Run 1, routing congestion map:
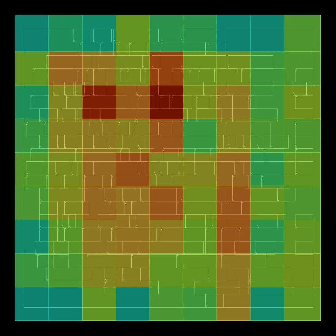
Run 1, metal 1:
Scale bar: 20 microns.
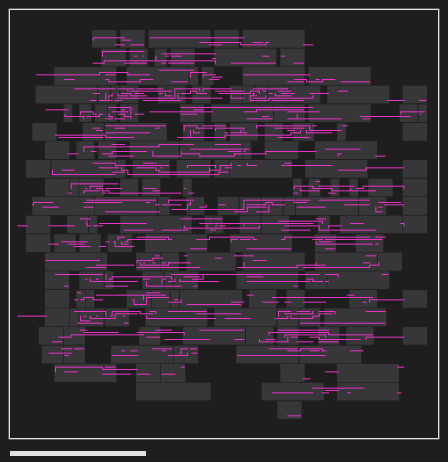
Run 1, routed metal, one colour a layer:
Scale bar: 20 microns. Two of the layers only.
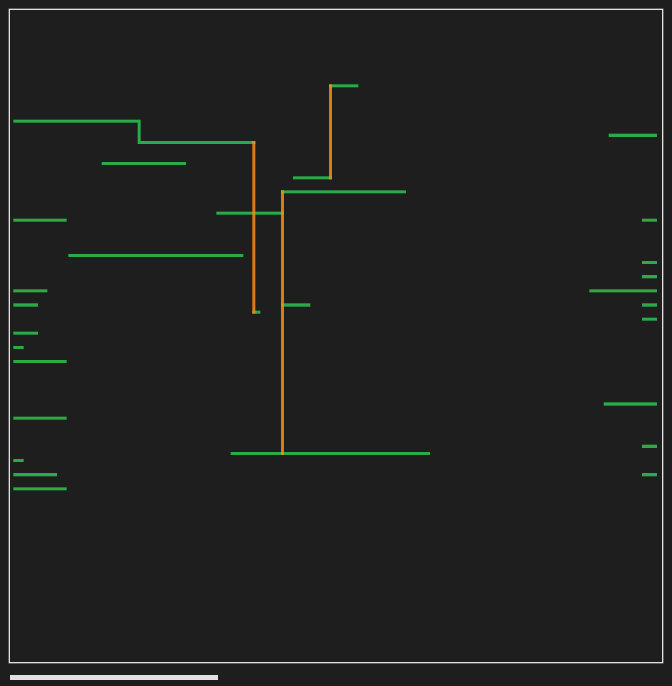
$ cat src/rtl/seq_add_sub.sv
// seq_add_sub: multi-cycle two's-complement adder/subtractor.
// Processes a WIDTH-bit operand pair DIGIT bits per clock through one
// DIGIT-bit adder slice and a registered carry; N = WIDTH/DIGIT digit cycles.
//
// Ports:
//   clk        rising-edge clock
//   rst        asynchronous active-high reset
//   start      request an operation (sampled only when not busy)
//   A, B       operands, captured on the accepted start edge
//   M          mode: 0 = A+B, 1 = A-B, captured with the operands
//   busy       high while an operation is in progress
//   done       one-cycle pulse when results update
//   sum        registered result
//   carry_out  carry from the MSB (subtract: 1 = no borrow)
//   overflow   signed overflow
module seq_add_sub #(
  parameter int unsigned WIDTH = 8,
  parameter int unsigned DIGIT = 1
) (
  input  logic             clk,
  input  logic             rst,
  input  logic             start,
  input  logic [WIDTH-1:0] A,
  input  logic [WIDTH-1:0] B,
  input  logic             M,
  output logic             busy,
  output logic             done,
  output logic [WIDTH-1:0] sum,
  output logic             carry_out,
  output logic             overflow
);

  localparam int unsigned N     = WIDTH / DIGIT;
  localparam int unsigned CNT_W = (N > 1) ? $clog2(N) : 1;
  localparam int unsigned SW    = DIGIT + 1;

  typedef enum logic [1:0] {
    IDLE = 2'd0,
    RUN  = 2'd1,
    DONE = 2'd2
  } state_t;

  state_t             state, state_d;
  logic [WIDTH-1:0]   a_sh, b_sh, res_sh;
  logic               carry;
  logic [CNT_W-1:0]   cnt;

  logic               busy_d, done_d, load, step;
  logic [SW-1:0]      slice;
  logic [DIGIT-1:0]   digit_sum;
  logic               slice_carry, msb_cin, last;
  logic [WIDTH-1:0]   res_shifted;

  // Single DIGIT-bit adder slice with carry, plus result shift-in.
  always_comb begin
    slice       = {1'b0, a_sh[DIGIT-1:0]} + {1'b0, b_sh[DIGIT-1:0]} + SW'(carry);
    digit_sum   = slice[DIGIT-1:0];
    slice_carry = slice[DIGIT];
    // Carry into the top bit of the slice, recovered from its sum and inputs.
    msb_cin     = digit_sum[DIGIT-1] ^ a_sh[DIGIT-1] ^ b_sh[DIGIT-1];
    // Digits enter at the top so the first (least significant) ends at bit 0.
    res_shifted = (res_sh >> DIGIT) | (WIDTH'(digit_sum) << (WIDTH - DIGIT));
    last        = (cnt == CNT_W'(N - 1));
  end

  // State register.
  always_ff @(posedge clk or posedge rst) begin
    if (rst) state <= IDLE;
    else     state <= state_d;
  end

  // Next-state and control decode.
  always_comb begin
    state_d = state;
    busy_d  = 1'b0;
    done_d  = 1'b0;
    load    = 1'b0;
    step    = 1'b0;
    case (state)
      IDLE: begin
        if (start) begin
          state_d = RUN;
          load    = 1'b1;
          busy_d  = 1'b1;
        end
      end
      RUN: begin
        step   = 1'b1;
        busy_d = 1'b1;
        if (last) begin
          state_d = DONE;
          busy_d  = 1'b0;
          done_d  = 1'b1;
        end
      end
      DONE: begin
        if (start) begin
          state_d = RUN;
          load    = 1'b1;
          busy_d  = 1'b1;
        end else begin
          state_d = IDLE;
        end
      end
      default: state_d = IDLE;
    endcase
  end

  // Datapath and registered outputs.
  always_ff @(posedge clk or posedge rst) begin
    if (rst) begin
      a_sh      <= '0;
      b_sh      <= '0;
      res_sh    <= '0;
      carry     <= 1'b0;
      cnt       <= '0;
      busy      <= 1'b0;
      done      <= 1'b0;
      sum       <= '0;
      carry_out <= 1'b0;
      overflow  <= 1'b0;
    end else begin
      busy <= busy_d;
      done <= done_d;
      if (load) begin
        a_sh   <= A;
        b_sh   <= B ^ {WIDTH{M}};
        res_sh <= '0;
        cnt    <= '0;
        carry  <= M;
      end else if (step) begin
        a_sh   <= a_sh >> DIGIT;
        b_sh   <= b_sh >> DIGIT;
        res_sh <= res_shifted;
        carry  <= slice_carry;
        cnt    <= cnt + CNT_W'(1);
        if (last) begin
          sum       <= res_shifted;
          carry_out <= slice_carry;
          overflow  <= msb_cin ^ slice_carry;
        end
      end
    end
  end

endmodule

$ cat config.mk
export PLATFORM = sky130hd
export DESIGN_NAME = seq_add_sub
export DESIGN_NICKNAME = d
export VERILOG_FILES = /design/src/rtl/seq_add_sub.sv
export SDC_FILE = /design/constraint.sdc
export NUM_CORES = 1
export LEC_CHECK = 0
export CORE_MARGIN = 1.5
export CORE_UTILIZATION = 50
export DETAILED_ROUTE_END_ITERATION = 6
export PLACE_DENSITY = 0.82
export SLEW_MARGIN = 25
export SYNTH_ARGS = -nofsm -noshare
export SYNTH_HDL_FRONTEND = slang
export SYNTH_SLANG_ARGS = --single-unit
export TNS_END_PERCENT = 1
$ cat constraint.sdc
create_clock -name clk -period 2.3 [get_ports clk]
set_input_delay 0.575 -clock clk [delete_from_list [all_inputs] [get_ports clk]]
set_output_delay 0.575 -clock clk [all_outputs]
set_load 0.02 [all_outputs]
==> summary.txt, run 1 <==
Implementation results

Per the slew report, the remaining headroom to the max-slew limit stands at 62.61%. The min-delay analysis places its worst path in the category register to register. In this run the standard cell core region covers roughly 3400 sq um. Row generation in the floorplan step produced 21 rows.

The post-CTS resize count is 0. The multiplexer share of the synthesized area is roughly 4.4%. Per report_power, the top consumer among the power groups is combinational cells. The number of buffers added for setup after CTS is 0. The number of hold buffers added after CTS was 0.

Of the total power, registers draw a little over 40%. 0 antenna diodes ended up in the layout. Multi-input combinational cells in the finished layout were counted as 84.

The worst setup path is of the register to output port kind. The first global-routing pass estimated 5561 microns of wire. The skew report gives the latency at the later pin of the worst-skew pair as 0.34 ns.

The internal power of the cells is 1.965 mW. Per the TritonCTS log, the buffer count is 5. The worst hold-check slack is approximately 0.50 ns.

The H-tree depth is 2. The final layout report lists a non-clock inverter count of 6. The placer congestion estimate is 0.7401. The tool warning count for the run is 26. The layout has 6 clock buffers.

The flow ran to the end, and the final reports show no timing, DRC or antenna violations. The floorplan net count is between 150 and 200. The post-route met1 wirelength is 1507 microns. The highest metal layer with signal wires is met4.

The class occupying the most area after layout is reported as flip-flops and latches. The clock arrives with between 0.0015 and 0.002 ns of skew. The wire-length estimate of the detail-placed layout is 2234 microns. The hold-critical path depth is 2. The area taken by sequential standard cells is reported as 1026 sq um.

Per the placement log, port buffering inserted 31 buffers. For this run the aggregate overflow at the end of global routing stands at 0. The placed instances occupy a cell area of 2091 sq um.

The number of inserted filler cells in the final layout is 269. The net switching power is ~1.1 mW. According to the floorplan report, the die width is roughly 63 microns. The cell-mix breakdown from Yosys lists the XOR/XNOR area share as under 10%. Setup repair after global routing left no endpoint under its margin. After synthesis, flip-flops and latches occupy 57.54% of the total area. Counting only logic cells after layout, the most numerous master is dfrtp_1.

Ranking logic cells in the layout by count gives the top entries dfrtp_1 (41), clkdlybuf4s50_1 (31), a22o_1 (10), xnor2_1 (10). CTS reports a maximum clock tree buffer depth of 2. Per the layout area report, the combinational gate area comes to about 650 sq um. Sorting the Yosys area breakdown by cell type puts at the top dfrtp_1. After layout, the worst path uses between 80 and 90% of the clock period. The power consumed by the clock network is between 0.4 and 0.5 mW. The met3 demand-to-capacity share in global routing is 5.225%. Based on the critical path, the design can be clocked at up to roughly 530 MHz.
## Picture notes: 'routing congestion map'
overall fraction of global-route tracks in use: 18.36%
most used routing layer in global routing: met2

## Picture notes: 'metal 1'
nets with wire on the layer: 168
share of all routed wire: 47%
wire length on this layer: 1510 microns
longest straight run: 21.6 microns
main direction: horizontal
number of vias in the routed layout: 1195
met1 global-route usage: 24.06%
WL final: 3200 microns

## Picture notes: 'routed metal, one colour a layer'
| layer | colour | wire length |
|---|---|---|
| M3 | green | 150 microns |
| M4 | orange | 50.3 microns |
post-detailed-route wirelength per cell: 14.61 microns

==> inputs of run 2 (changes only) <==
==> constraint.sdc (replaced) <==
create_clock -name clk -period 2 [get_ports clk]
set_input_delay 0.5 -clock clk [delete_from_list [all_inputs] [get_ports clk]]
set_output_delay 0.5 -clock clk [all_outputs]
set_load 0.02 [all_outputs]
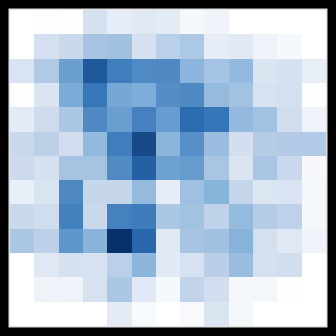
Run 2: wire density map
The die is cut into 13 by 13 equal tiles; white is low, dark blue is high, scaled to the fullest tile. Values are wire area over tile area, all layers added.
fullest tile: 0.48
tiles over half the peak: 17%
mean over tiles: 0.13
nearly empty tiles: 14%
densest ninth of the die: middle
WL final: 3326 microns
overall fraction of global-route tracks in use: 18.89%
number of vias in the routed layout: 1231
post-detailed-route wirelength per cell: 15.12 microns

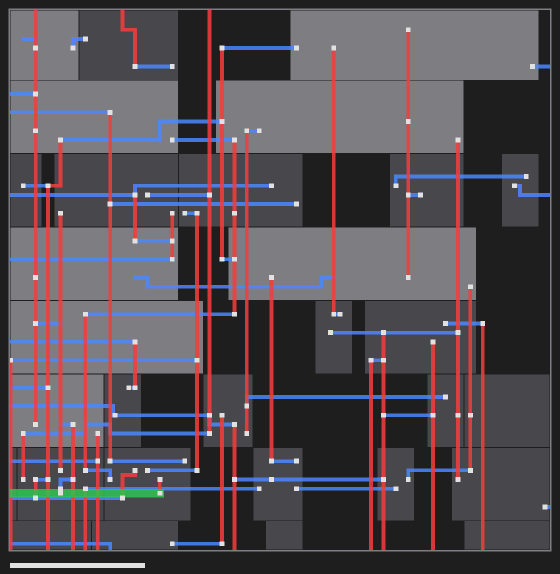
Run 2: close-up of the layout
Scale bar: 5 microns. Region (37, 37) to (57, 57) microns. Cells in grey, sequential cells in the stronger grey; small squares are vias.
| layer | colour |
|---|---|
| M3 | green |
| M2 | red |
| M1 | blue |
sequential cells in the window: 6
most frequent: dfrtp_1 (6), inv_1 (3), clkdlybuf4s50_1 (3)
netlist names of flops here include: cnt (2)
cells with their middle in the window: 23

==> run 2 against run 1 <==
  * First-iteration DRC count is 11% lower
  * Clock skew is 0.0073 ns higher
  * Combinational power is 16% higher
  * Die size stayed put
  * Clock power is 17% lower
  * Synthesized area stayed put
  * Global-route usage is 0.53 points higher
  * Critical path depth stayed put
  * Worst setup slack worse by 0.22 ns
  * Sequential cell count stayed put
  * Largest cell class unchanged
  * Highest routed layer unchanged
==> summary.txt, run 2 <==
Implementation results

The first global-routing pass estimated 5740 microns of wire. The count of clock buffers in the final design is 5. The synthesized netlist handed to floorplanning was reported with a cell count of about 140. Setup repair after global routing left no endpoint under its margin. Clock skew on the completed layout was measured at between 0.008 and 0.009 ns. The group with the largest share of power is combinational cells. The post-route met1 wirelength is 1408 microns. In this run the number of cells on the critical path is 1. The number of buffers added on ports is 31. The top cell family by delay on the critical path is buffers and inverters. The synthesis run shows the most used standard cells to be dfrtp_1 (41), a22o_1 (10), xnor2_1 (10). In this run the number of H-tree levels came out at 2. The critical path start-end classification is register to output port. The proportion of register bits with asynchronous set or reset after synthesis is 100.0%. STA classifies the critical path startpoint as a register.

The post-CTS resize count is 0. The logic area is 651.9 sq um. The multi-input gate share of the layout cell area is between 30 and 40%.

The highest supply drop recorded on VDD is 0.6107 mV. The final instance count without filler cells is 220. In this run the top signal layer used is met4. The area fraction in xor and xnor cells is under 10%. In the finished design, the share of the clock period the worst path needs comes to 90.84%. In the layout the commonest cells are dfrtp_1 (41), clkdlybuf4s50_1 (31), a22o_1 (10), xnor2_1 (10). STA shows the worst reg2reg path with a cell count of 4.

For met1 alone, demand over resource in global routing was between 20% and 30%. The buffer count excluding the clock tree in the final layout is 35. The layout report gives the register share of total cell area as between 40% and 50%. In this run the layout overhead on the synthesized area is reported as 20.77%. Clock tree synthesis selected as its root buffer the cell clkbuf_4.

Setup total negative slack on the finished layout was measured at 0 ns. Max-slew check failures listed in the final report amount to 0. After filler insertion, the fill cell instance count of the layout stands at between 200 and 300.

The floorplan net count is about 160. The post-CTS hold buffer count recorded in the log is 0. The setup slack of the worst register-to-register path is 0.36 ns.

Summing the sequential cell areas from Yosys gives between 50% and 60% of the chip area. The final antenna diode tally reported by the flow is 0. The library cell with the largest summed area after synthesis is dfrtp_1. The power report lists the clock group at approximately 0.40 mW. The hold-critical path depth is 2. The most common cell after layout, fill and taps aside is dfrtp_1. Global routing used 29.84% of the available met2 tracks. The flow inserted approximately 46 tap cells. The initial antenna violation count was 0. In this build the clock could be raised as far as about 550 MHz. The synthesis run shows multiplexers occupying under 10% of the cell area.

The half-perimeter wire length after placement is between 2000 and 2500 microns. The run finished with clean final reports. The critical path's slowest cell is clkdlybuf4s50_1. The DRC violation total after the first TritonRoute iteration is roughly 67.

The number of warnings the tools reported is 26. The total core area is approximately 3400 sq um. The layout has 6 inverters outside the clock class. After detailed routing, the met3 layer carries roughly 150 microns of wire. The net switching power in the latest report is ~1.3 mW.

The number of global-route vias before repair came to between 1000 and 1500. The number of CTS-inserted buffers is 5. The placed instances occupy a cell area of ~2100 sq um.

The power report lists the combinational group at roughly 1.5 mW. Per the GRT congestion report, total overflow comes to 0. The registers reported with the highest flop counts are a_sh x8, b_sh x8, sum x8. Global routing used 4.324% of the available met3 tracks. The buffering overhead is 15.80%. RePlAce ended its routability-driven mode at a weighted congestion of roughly 0.73.

The class occupying the most area after layout is reported as flip-flops and latches. Hold is met by between 0.5 and 0.6 ns. Headroom to the max-slew limit came out at ~66%. The clock insertion delay at the later pin of the skew report is 0.35 ns. Yosys printed 0 warnings. The area taken by sequential standard cells is reported as ~1000 sq um.

The internal power of the cells is roughly 2.1 mW. According to the cell report, the number of logic gates is roughly 84. The min-delay analysis places its worst path in the category register to register. Looking at the clock tree report, the maximum root-to-sink buffer count equals 2. The peak-usage layer in the global routing report is met2.

The startpoint of the tightest hold check path is sum[7]. The script logs the ratio of routed vias to standard cells as approximately 5.6. The final net count is a little under 200. The count of standard-cell rows is 21. The width of the chip is roughly 63 microns. The number of buffers added for setup after CTS is 0. The flow reports that sequential cells draw between 40 and 50% of the design power. The post-synthesis compound-gate area fraction is approximately 15%.
Power is estimated from default activity; no workload was simulated.
